==> config.mk <==
export PLATFORM = sky130hd
export DESIGN_NAME = alu_ctrl_encoder
export DESIGN_NICKNAME = d
export VERILOG_FILES = /design/src/rtl/alu_ctrl_encoder.sv
export SDC_FILE = /design/constraint.sdc
export NUM_CORES = 1
export LEC_CHECK = 0
export ABC_CLOCK_PERIOD_IN_PS = 1700
export CORE_UTILIZATION = 25
export CTS_BUF_LIST = sky130_fd_sc_hd__clkbuf_4 sky130_fd_sc_hd__clkbuf_8
export CTS_CLUSTER_SIZE = 20
export DETAILED_ROUTE_END_ITERATION = 16
export GPL_TIMING_DRIVEN = 0
export SLEW_MARGIN = 40
export SYNTH_ARGS = -nofsm -noshare
export SYNTH_HDL_FRONTEND = slang
export SYNTH_SLANG_ARGS = --single-unit
==> constraint.sdc <==
create_clock -name clk -period 1.7 [get_ports clk]
set_input_delay 0.34 -clock clk [delete_from_list [all_inputs] [get_ports clk]]
set_output_delay 0.34 -clock clk [all_outputs]
set_load 0.02 [all_outputs]
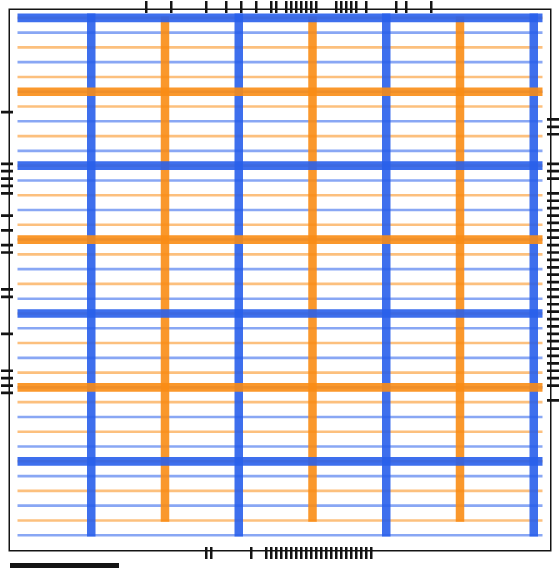
**Above:** run 1 (supply network).
The bar under the picture is 20 um long. Pins as bars on the die edge.
[orange] VDD
[blue] VSS
met5 straps: 7
signal pins: 100
rows: 35
core region area: 0.00920 mm2
x dimension of the die: 99.4 um
Die Height: 99.4 um
worst IR drop on VDD: 0.343 mV

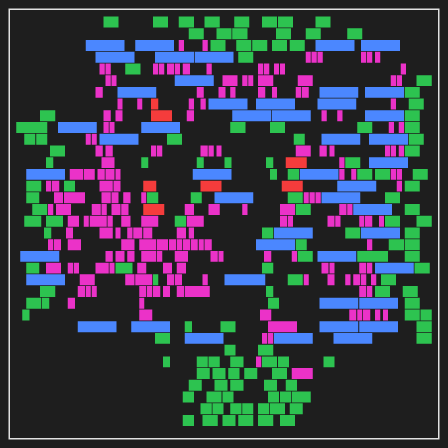
**Above:** run 1 (placed cells, one color a class).
[magenta] all other logic | cells: 198 | share of their area: 30%
[red] clock drivers and dummy loads | cells: 7 | share of their area: 2.3%
[green] other buffers and delay cells | cells: 136 | share of their area: 35%
[blue] flip-flops | cells: 47 | share of their area: 33%
Finished Cell Area: 0.00368 mm2
sequential share of cell area: 32.0%

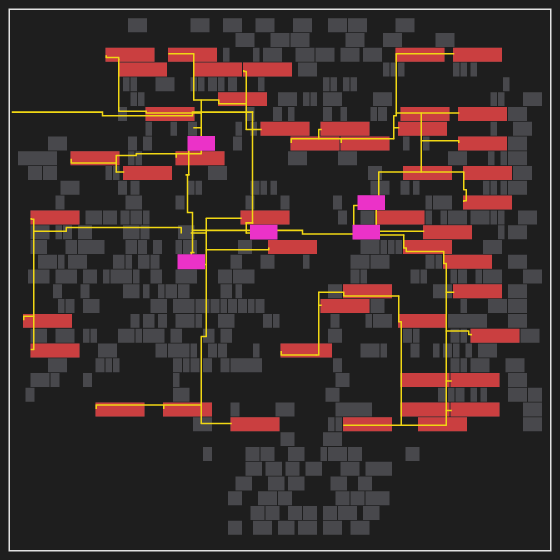
**Above:** run 1 (clock distribution).
[yellow] clock wires | length: 639 um
[magenta] cells driving clock nets | count: 5
[red] flip-flops | count: 47
flops lie: widely spread
power of the clock network: 0.669 mW
clock network fraction of design power: 25.4%
worst-skew pair later-pin latency: 0.29 ns
Worst Skew: 0.00578 ns

==> notes.md, run 1 <==
Physical implementation

100 I/O pins were placed. In the Yosys report, the sequential cells make up 49.6% of the chip area. The synthesis run identifies the leading combinational cell family as simple AND/OR/NAND/NOR gates. Looking at the max-slew report, the worst-margin pin has a slew of 0.482 ns. The tally of buffers added on design ports is slightly above 90. The arrival time of the worst setup path is between 1.5 and 2 ns. The number of max-cap violations is 0. Sorting the synthesized cells by area gives the leading types as sky130_fd_sc_hd__dfrtp_1 (50%), sky130_fd_sc_hd__nand2_1 (13%), sky130_fd_sc_hd__o21ai_0 (5.1%). The worst hold path passes through 3 cells. The flow ran to the end, but the final reports show violations. The largest delay contributor family on the critical path is simple AND/OR/NAND/NOR gates.

The total setup violations reported at the end of the flow is 1. The clock root buffer master is sky130_fd_sc_hd__clkbuf_8. The worst setup slack after layout is -0.0975 ns. STA reports a reg2reg setup slack of -0.02 ns. The final reports fail on setup timing. The element type at the critical path start is a primary input. The buffers inserted during post-CTS setup optimization is 5. The met1 routed wirelength after detailed routing is between 3000 and 4000 um.

The static power due to leakage is 1.72 nW.
## run 1: area by class of cell
type / count / area [um2]
fillers: 962 / 5520
flip-flops and latches: 47 / 1180
multi-input cells: 194 / 1030
repair buffers: 105 / 1000
plain buffers: 31 / 226
well taps: 111 / 139
clock buffers: 5 / 68.8
inverters: 4 / 15.0
clock inverters: 2 / 13.8
## run 1: through the flow
| step | power, mW | TNS (ns) | util [%] |
|---|---|---|---|
| final | 2.63 | -0.0975 | 40.0 |
| after global routing | 2.77 | -0.0972 | 40.0 |
| after CTS | 2.65 | -0.170 | 39.2 |
| after detailed placement | 1.97 | -28.25 | 37.7 |
| after global placement | 1.96 | -87.83 | 37.4 |
| after floorplan | 1.60 | -0.538 | - |
**Run 1: signal wires by layer**

The bar under the picture is 20 um long.
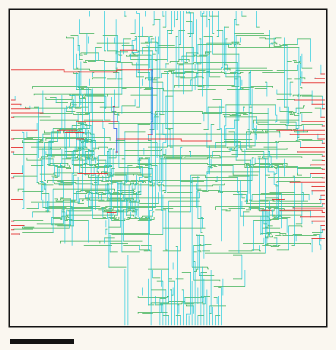

==> run 2: changes to the inputs <==
--- a/config.mk
+++ b/config.mk
@@ -6,11 +6,14 @@
 export NUM_CORES = 1
 export LEC_CHECK = 0
 export ABC_CLOCK_PERIOD_IN_PS = 1700
+export CELL_PAD_IN_SITES_DETAIL_PLACEMENT = 1
+export CELL_PAD_IN_SITES_GLOBAL_PLACEMENT = 1
 export CORE_UTILIZATION = 25
 export CTS_BUF_LIST = sky130_fd_sc_hd__clkbuf_4 sky130_fd_sc_hd__clkbuf_8
 export CTS_CLUSTER_SIZE = 20
 export DETAILED_ROUTE_END_ITERATION = 16
 export GPL_TIMING_DRIVEN = 0
+export PLACE_DENSITY_LB_ADDON = 0.1
 export SLEW_MARGIN = 40
 export SYNTH_ARGS = -nofsm -noshare
 export SYNTH_HDL_FRONTEND = slang
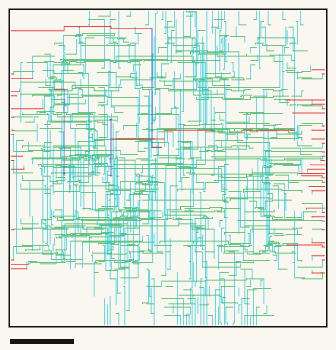
**Above:** run 2 (signal wires by layer).
The bar under the picture is 20 um long.
[red] met3 | wire length: 259 um
[blue] met4 | wire length: 81.6 um
[green] met1 | wire length: 3700 um
[cyan] met2 | wire length: 3770 um
via count: 2382
Routed WL per cell: 15.4 um
Total GRT Usage: 16.6%
Detailed Route WL: 7810 um

==> notes.md, run 2 <==
Physical implementation

The static power due to leakage is approximately 1.7 nW. The final reports fail on setup timing. Measured along the x axis, the die boundary spans 99.4 um. The number of cells on the worst hold path is 3. The die is 99.4 um tall. Per the finish-stage timing summary, setup violations number 1. The clock root buffer master is sky130_fd_sc_hd__clkbuf_8. The number of max-cap violations is 0. Excluding fillers, the count of instances in the completed layout stands at 506. Yosys mapped a number of flops with a built-in enable equal to 0. The largest voltage drop on the vdd net is 0.281 mV. The total negative setup slack is -0.0527 ns. The final timing report gives a worst setup slack of -0.0527 ns. The run finished, with violations left. Input and output buffers added on the ports amount to 93.

The total area inside the core boundary comes to 0.00920 mm2. The worst setup path is launched from a flip-flop. The clock insertion delay at the later pin of the skew report is 0.30 ns.

The arrival time of the worst setup path is 1.95 ns. At the pin with the least slew margin, the transition time is 0.479 ns. The cell area after layout is 0.00377 mm2. Sorting the synthesized cells by area gives the leading types as sky130_fd_sc_hd__dfrtp_1 (50%), sky130_fd_sc_hd__nand2_1 (13%), sky130_fd_sc_hd__o21ai_0 (5.1%).

Broken down by cell family, the worst path's largest delay share belongs to simple AND/OR/NAND/NOR gates. The met1 routed wirelength after detailed routing is about 3700 um. The design draws 2.74 mW. The sequential element share of the synthesized area is ~50%.

The minimum setup slack among reg-to-reg paths is -0.05 ns.
[run 2: what timing repair did]
| action | 4_1_cts | 5_1_grt |
|---|---|---|
| pin swaps | 6 | 3 |
| hold endpoints to repair | 19 | 0 |
| endpoints found under the setup margin | 63 | 53 |
| resized | 61 | 34 |
| hold buffers | 1 | 0 |
| gates cloned | 0 | 0 |
| buffers inserted | 10 | 7 |
[run 2: layout make-up]
class	instances	area [um2]
Clock inverter	1	8.76
Multi-Input combinational cell	194	1040
Timing Repair Buffer	112	1080
Fill cell	1072	5420
Buffer	30	225
Sequential cell	47	1180
Inverter	4	15.0
Clock buffer	7	90.1
Tap cell	111	139
[run 2: power by group]
part,switching [mW],internal [mW],leakage [nW]
registers,0.0430,1.20,0.601
clock network,0.402,0.350,0.0519
logic,0.389,0.352,1.08
total,0.835,1.90,1.74
**Run 2: clock distribution**

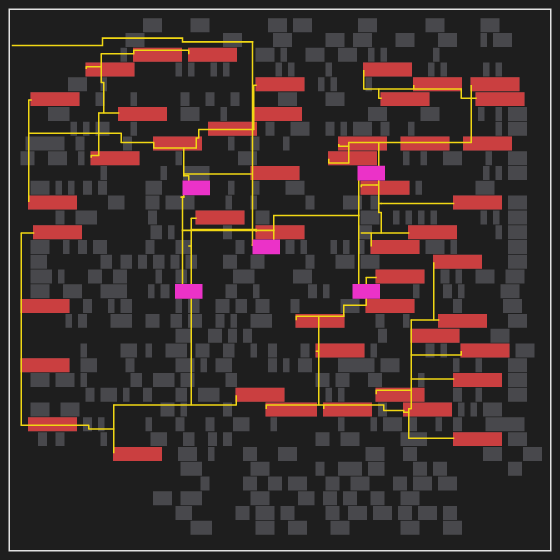

==> run 3: changes to the inputs <==
--- a/config.mk
+++ b/config.mk
@@ -9,9 +9,9 @@
 export CELL_PAD_IN_SITES_DETAIL_PLACEMENT = 1
 export CELL_PAD_IN_SITES_GLOBAL_PLACEMENT = 1
 export CORE_UTILIZATION = 25
-export CTS_BUF_LIST = sky130_fd_sc_hd__clkbuf_4 sky130_fd_sc_hd__clkbuf_8
 export CTS_CLUSTER_SIZE = 20
 export DETAILED_ROUTE_END_ITERATION = 16
+export GPL_ROUTABILITY_DRIVEN = 0
 export GPL_TIMING_DRIVEN = 0
 export PLACE_DENSITY_LB_ADDON = 0.1
 export SLEW_MARGIN = 40
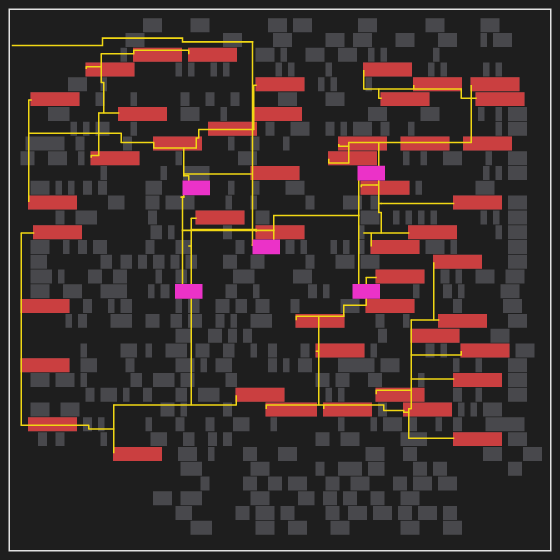
**Above:** run 3 (clock distribution).
[yellow] clock wires | length: 709 um
[magenta] cells driving clock nets | count: 5
[red] flip-flops | count: 47
routed clock nets: 6
flops lie: widely spread
clock network fraction of design power: 27.1%
worst-skew pair later-pin latency: 0.30 ns

==> notes.md, run 3 <==
Physical implementation

According to the cell report, flip-flops and latches in the layout number 47. According to the tapcell log, the count of inserted taps is about 110. The worst-case reg-to-reg setup slack stands at -0.05 ns. Buffers inserted to repair hold after CTS numbered 1. Once layout is complete, the cells apart from fillers number 506. Per the layout area report, the combinational gate area comes to 0.00104 mm2.

Measured on the final layout, buffering overhead outside the clock network stands at approximately a third. STA classifies the critical path startpoint as a flip-flop. Per the OpenROAD floorplan log, the width of the die is 99.4 um. The clock buffer instance count of the final layout is 7. After detailed routing, the total wire length is 7810 um. The floorplan step defined a core boundary enclosing 0.00920 mm2.

The finished layout reports a core utilization of approximately 41%. Once routing completed, OpenROAD measured the worst setup slack at -0.0527 ns. The post-cts resize count is 61. Per the CTS log, the root buffer master is sky130_fd_sc_hd__clkbuf_8. The number of multi-input logic gates is 194.

The final reports fail on setup timing. The largest family of logic cells by area is simple AND/OR/NAND/NOR gates. The transition time at the pin with the least slew margin is 0.479 ns.

The number of cells on the worst hold path is 3. Per the layout area report, the register area comes to ~0.0012 mm2. On the critical path the largest part of the delay comes from simple AND/OR/NAND/NOR gates.

The met1 routed wirelength after detailed routing is 3700 um. The buffers inserted during post-CTS setup optimization is 10. The layout report gives the register share of total cell area as a little under a third. By area, non-clock buffers come first. The final setup skew is 0.00557 ns. The number of vias in the routed layout is 2382. Sequential elements use 49.6% of the synthesized area. The relative area of clock buffers and inverters in the final design is under 10%. The logic gate fraction of the total cell area is 27.5%.

The total of fill cells in the finished design is 1074. The flow ran to the end, but the final reports show violations. The total setup violations reported at the end of the flow is 1. The total I/O pin count is 100. The arrival time of the worst setup path is 1.95 ns.
-- run 3: power by group --
| group | switching, mW | total (mW) | leakage, nW | internal, mW |
|---|---|---|---|---|
| registers | 0.0430 | 1.24 | 0.601 | 1.20 |
| clock network | 0.402 | 0.737 | 0.0484 | 0.334 |
| logic | 0.389 | 0.742 | 1.08 | 0.352 |
| total | 0.835 | 2.72 | 1.73 | 1.89 |
-- run 3: metrics by stage --
stage | power [mW] | TNS [ns] | area, um2 | hold WS [ns]
detailed placement | 1.98 | -33.18 | 3460 | 0.244
floorplan | 1.60 | -0.538 | 2370 | 0.0444
global placement | 1.97 | -91.49 | 3440 | 0.454
CTS | 2.75 | -0.0560 | 3680 | 0.285
global route | 2.87 | -0.107 | 3770 | 0.293
finish | 2.72 | -0.0527 | 3770 | 0.296
No activity file was given, so power comes from the tool's default toggle rates.
